Run 1, wires at chosen ports, followed through buffers:
Scale: 1.5 px per um.
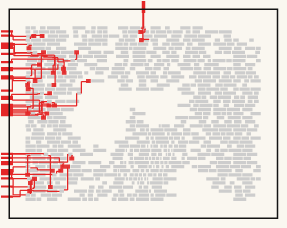
Run 1, ports around the boundary:
Scale: 3 px per um. Pins as bars across the die edge, other pins in grey.
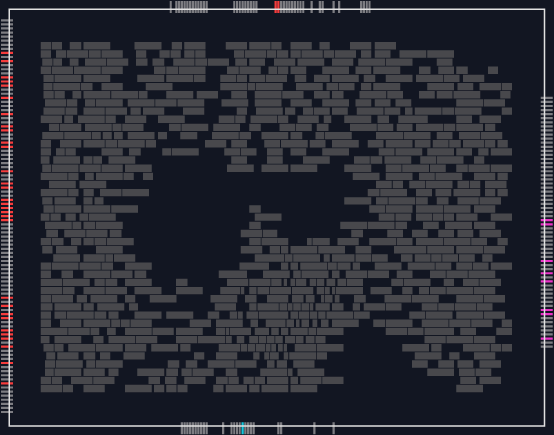
Run 1, cell placement:
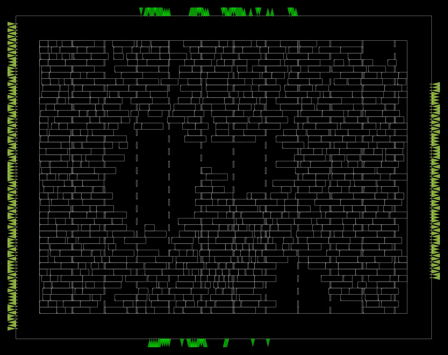
Run 1, routed metal, one colour a layer:
Scale: 1.5 px per um. Two of the layers only.
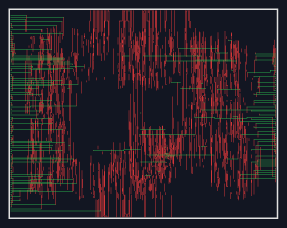
==> config.mk <==
export PLATFORM = sky130hd
export DESIGN_NAME = dmem_access_unit
export DESIGN_NICKNAME = d
export VERILOG_FILES = /design/src/rtl/dmem_access_unit.sv
export SDC_FILE = /design/constraint.sdc
export NUM_CORES = 1
export LEC_CHECK = 0
export CORE_ASPECT_RATIO = 0.75
export CORE_MARGIN = 10
export CORE_UTILIZATION = 35
export CTS_CLUSTER_DIAMETER = 40
export DETAILED_ROUTE_END_ITERATION = 6
export MAX_ROUTING_LAYER = met4
export PLACE_DENSITY = 0.77
export SYNTH_ARGS = -nofsm -noshare
export SYNTH_HDL_FRONTEND = slang
export SYNTH_SLANG_ARGS = --single-unit
==> constraint.sdc <==
create_clock -name clk -period 1.5 [get_ports clk]
set_input_delay 0.15 -clock clk [delete_from_list [all_inputs] [get_ports clk]]
set_output_delay 0.15 -clock clk [all_outputs]
set_load 0.1 [all_outputs]
==> impl_metrics.env, run 1 <==
# flow metrics
export IMPL_flop_area_mm2=0.003905
export IMPL_r2r_cells=8
export IMPL_hp_class="in2reg"
export IMPL_firstDrtPassIters=4
export IMPL_power_density_mw_per_mm2=1742
export IMPL_worstSkewPairLatency_ns=0.43
export IMPL_grt_pass1_vias=5480
export IMPL_antenna_found_initial=1
export IMPL_synthMostInstantiatedCell="dfrtp_1"
export IMPL_status="finished with violations"
export IMPL_crit_type="reg2out"
export IMPL_power_internal_mw=11.99
export IMPL_synth_edff_count=0
export IMPL_finClkSkew_ns=0.01386
export IMPL_final_comb_area_mm2=0.002834
export IMPL_lay_top_count="dfrtp_1"
export IMPL_clk_pin_slew_ns=0.07
export IMPL_synth_seq_share_pct=59.66
export IMPL_violations="setup timing"
export IMPL_area_leaders="dfrtp_1 (60%), mux2_2 (23%), a22o_1 (4.3%)"
export IMPL_setup_violations=120
export IMPL_critPathSlowestCell="or4b_4"
export IMPL_setup_ws_ns=-0.6262
export IMPL_hold_slack_ns=0.3229
export IMPL_p_seq_share_pct=28.7
export IMPL_slowest_delay_ns=0.48
export IMPL_layout_min_cycle_time_ns=2.126
export IMPL_design_area_mm2=0.01207
export IMPL_synth_flops=156
export IMPL_flop_cell="dfrtp_1"
export IMPL_tns_ns=-25.84
export IMPL_core_area_mm2=0.01840
export IMPL_clockBufferDepth=2
export IMPL_synth_cell_types=37
export IMPL_rows=43
export IMPL_critPathArrivalTime_ns=1.98
export IMPL_ir_worst_vdd_v=0.001763
export IMPL_ys_area_mm2=0.006544
## Picture notes: 'wires at chosen ports, followed through buffers'
colour	port	bits	direction	edge	end cells	buffers	wire
red	mem_rdata	32	input	30 left, 2 top	32	32	1040 um
I/O Buffers: 224
total I/O pin count: 225

## Picture notes: 'ports around the boundary'
colour	port	pins	direction	edge
cyan	EX_MEM_Valid	1	input	bottom
red	mem_rdata	32	input	30 left, 2 top
magenta	mem_addr	8	output	right
all pins by edge	97 left, 62 right, 42 top, 24 bottom
chip height: 138.4 um
chip width: 177.9 um

## Picture notes: 'cell placement'
Fillers: 1239
Final Non-Filler Cells: 972
flop count: 156
fraction of area in registers: 32.35%

## Picture notes: 'routed metal, one colour a layer'
colour	layer	wire length
green	metal 3	2570 um
red	metal 2	10400 um
wire per inst: 22.90 um
via count: 4865

## run 1: repair_timing
item,CTS,global route
buffers inserted,16,17
hold endpoints to repair,156,0
endpoints found under the setup margin,136,153
cloned,5,8
resized,49,60
hold buffers,1,0
pin swaps,6,9
## run 1: layout make-up
type	count	area share (%)
Inverter	3	0.09327
Multi-Input combinational cell	238	23.47
Sequential cell	156	32.35
Timing Repair Buffer	295	36.54
Clock inverter	15	1.441
Clock buffer	17	3.524
Tap cell	247	2.560
Antenna cell	1	0.02073
## run 1: power groups by stage
| stage | logic (mW) | clock network [mW] | registers [mW] |
|---|---|---|---|
| 2_1_floorplan | 2.22 | 0 | 9.70 |
| 3_3_place_gp | 9.63 | 0 | 6.01 |
| 3_5_place_dp | 9.79 | 0 | 6.08 |
| 4_1_cts | 10.3 | 4.44 | 6.02 |
| 5_1_grt | 11.0 | 4.62 | 6.15 |
| 6_report | 10.7 | 4.34 | 6.04 |
## run 1: worst max-delay path, delay by kind of cell, from the launching register on
family	cells	cell delay (ns)
adders and majority gates	1	0.12
AOI/OAI and AO/OA	2	0.31
DFF	1	0.40
and+or+nand+nor	1	0.48
buffers and inverters	2	0.25
## run 1: per-layer routing
metal  wire [um]  vias up
met5           0        -
met4         275        0
met3        2566       25
met2       10390      220
met1        9031     2486
li1            -     2134
## run 1: cells by family after synthesis
family | Yosys count | synth area share [%]
adders and majority gates | 2 | 0.3823
xor gates and xnor gates | 1 | 0.4207
DFF | 156 | 59.66
and+or+nand+nor | 24 | 2.237
buffers and inverters | 38 | 4.149
muxes | 151 | 25.91
AOI/OAI and AO/OA | 60 | 7.247
--- run 2 (diff from run 1) ---
- CORE_MARGIN: 10 -> 1.5
- CTS_BUF_LIST: not set -> sky130_fd_sc_hd__clkbuf_16
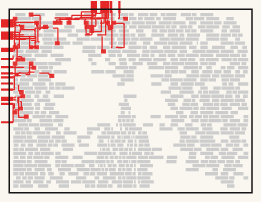
Run 2: wires at chosen ports, followed through buffers
Scale: 1.5 px per um.
colour	port	bits	direction	edge	end cells	buffers	wire
red	mem_rdata	32	input	20 left, 12 top	32	32	755 um

==> impl_metrics.env, run 2 <==
# flow metrics
export IMPL_setup_ws_ns=-0.5683
export IMPL_design_area_mm2=0.01216
export IMPL_synth_seq_share_pct=59.66
export IMPL_hold_slack_ns=0.2782
export IMPL_clockBufferDepth=2
export IMPL_synthMostInstantiatedCell="dfrtp_1"
export IMPL_rows=43
export IMPL_setup_violations=120
export IMPL_synth_flops=156
export IMPL_violations="setup timing"
export IMPL_die_width_um=160.9
export IMPL_status="finished with violations"
export IMPL_lay_top_count="dfrtp_1"
export IMPL_critPathArrivalTime_ns=1.92
export IMPL_ys_area_mm2=0.006544
export IMPL_die_h_um=121.4
export IMPL_finClkSkew_ns=0.009103
export IMPL_flop_cell="dfrtp_1"
export IMPL_diodes=0
export IMPL_hp_class="in2reg"
export IMPL_stdcell_count=973
export IMPL_synth_edff_count=0
export IMPL_crit_type="reg2out"
export IMPL_ir_worst_vdd_v=0.001433
export IMPL_ios=225
export IMPL_vias=4883
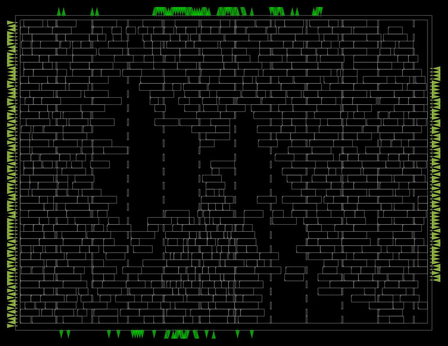
Run 2: cell placement
Fillers: 1205
post-layout util: 66.08%
tap cells: 247
Core ar.: 0.01840 mm2
fraction of area in registers: 32.12%

==> run 2: layout make-up <==
| cell class | instances | area, um2 |
|---|---|---|
| clock inverter | 15 | 198.9 |
| inverter | 3 | 11.26 |
| clock buffer | 17 | 425.4 |
| timing repair buffer | 297 | 4488 |
| tap | 247 | 309.0 |
| sequential | 156 | 3905 |
| multi-input combinational | 238 | 2821 |
| fill | 1205 | 6241 |
==> run 2: cell families (layout without fill, tap and decap cells) <==
family | count (synthesis) | after routing | share of synthesized area [%]
buffers and inverters | 38 | 332 | 4.149
xor gates and xnor gates | 1 | 1 | 0.4207
and+or+nand+nor | 24 | 24 | 2.237
adders and majority gates | 2 | 2 | 0.3823
DFF | 156 | 156 | 59.66
AOI/OAI and AO/OA | 60 | 60 | 7.247
muxes | 151 | 151 | 25.91
==> run 2: layer usage <==
layer | wire length [um] | track usage, % | up-vias
met5 | 0 | - | -
met4 | 329 | 6.655 | 0
met3 | 1386 | 6.049 | 24
met2 | 10220 | 36.34 | 212
met1 | 8868 | 27.94 | 2514
li1 | - | - | 2133
==> run 2: report_power, final <==
part           switching [mW]  internal (mW)  leakage [nW]
logic                    6.14           4.53          3.29
clock network            1.93           2.69         0.305
registers               0.944           5.11          1.92
total                    9.01           12.3          5.51
==> run 2: timing repair <==
action                                  CTS  global route
pin swaps                                 3            13
setup buffers                            31            14
endpoints found under the setup margin  110           133
hold endpoints to repair                156             0
resized                                  87            39
cloned                                   19             0
hold buffers                              1             0
==> run 2: worst max-delay path: stages, from the launching register on <==
cell and delay, ns:
dfrtp_1 0.37, inv_1 0.06, ha_1 0.14, or4b_4 0.48, o21ai_4 0.19, a21boi_4 0.09
buf_12 0.17
Power figures rest on the tool's default switching activity, not on a simulated workload.
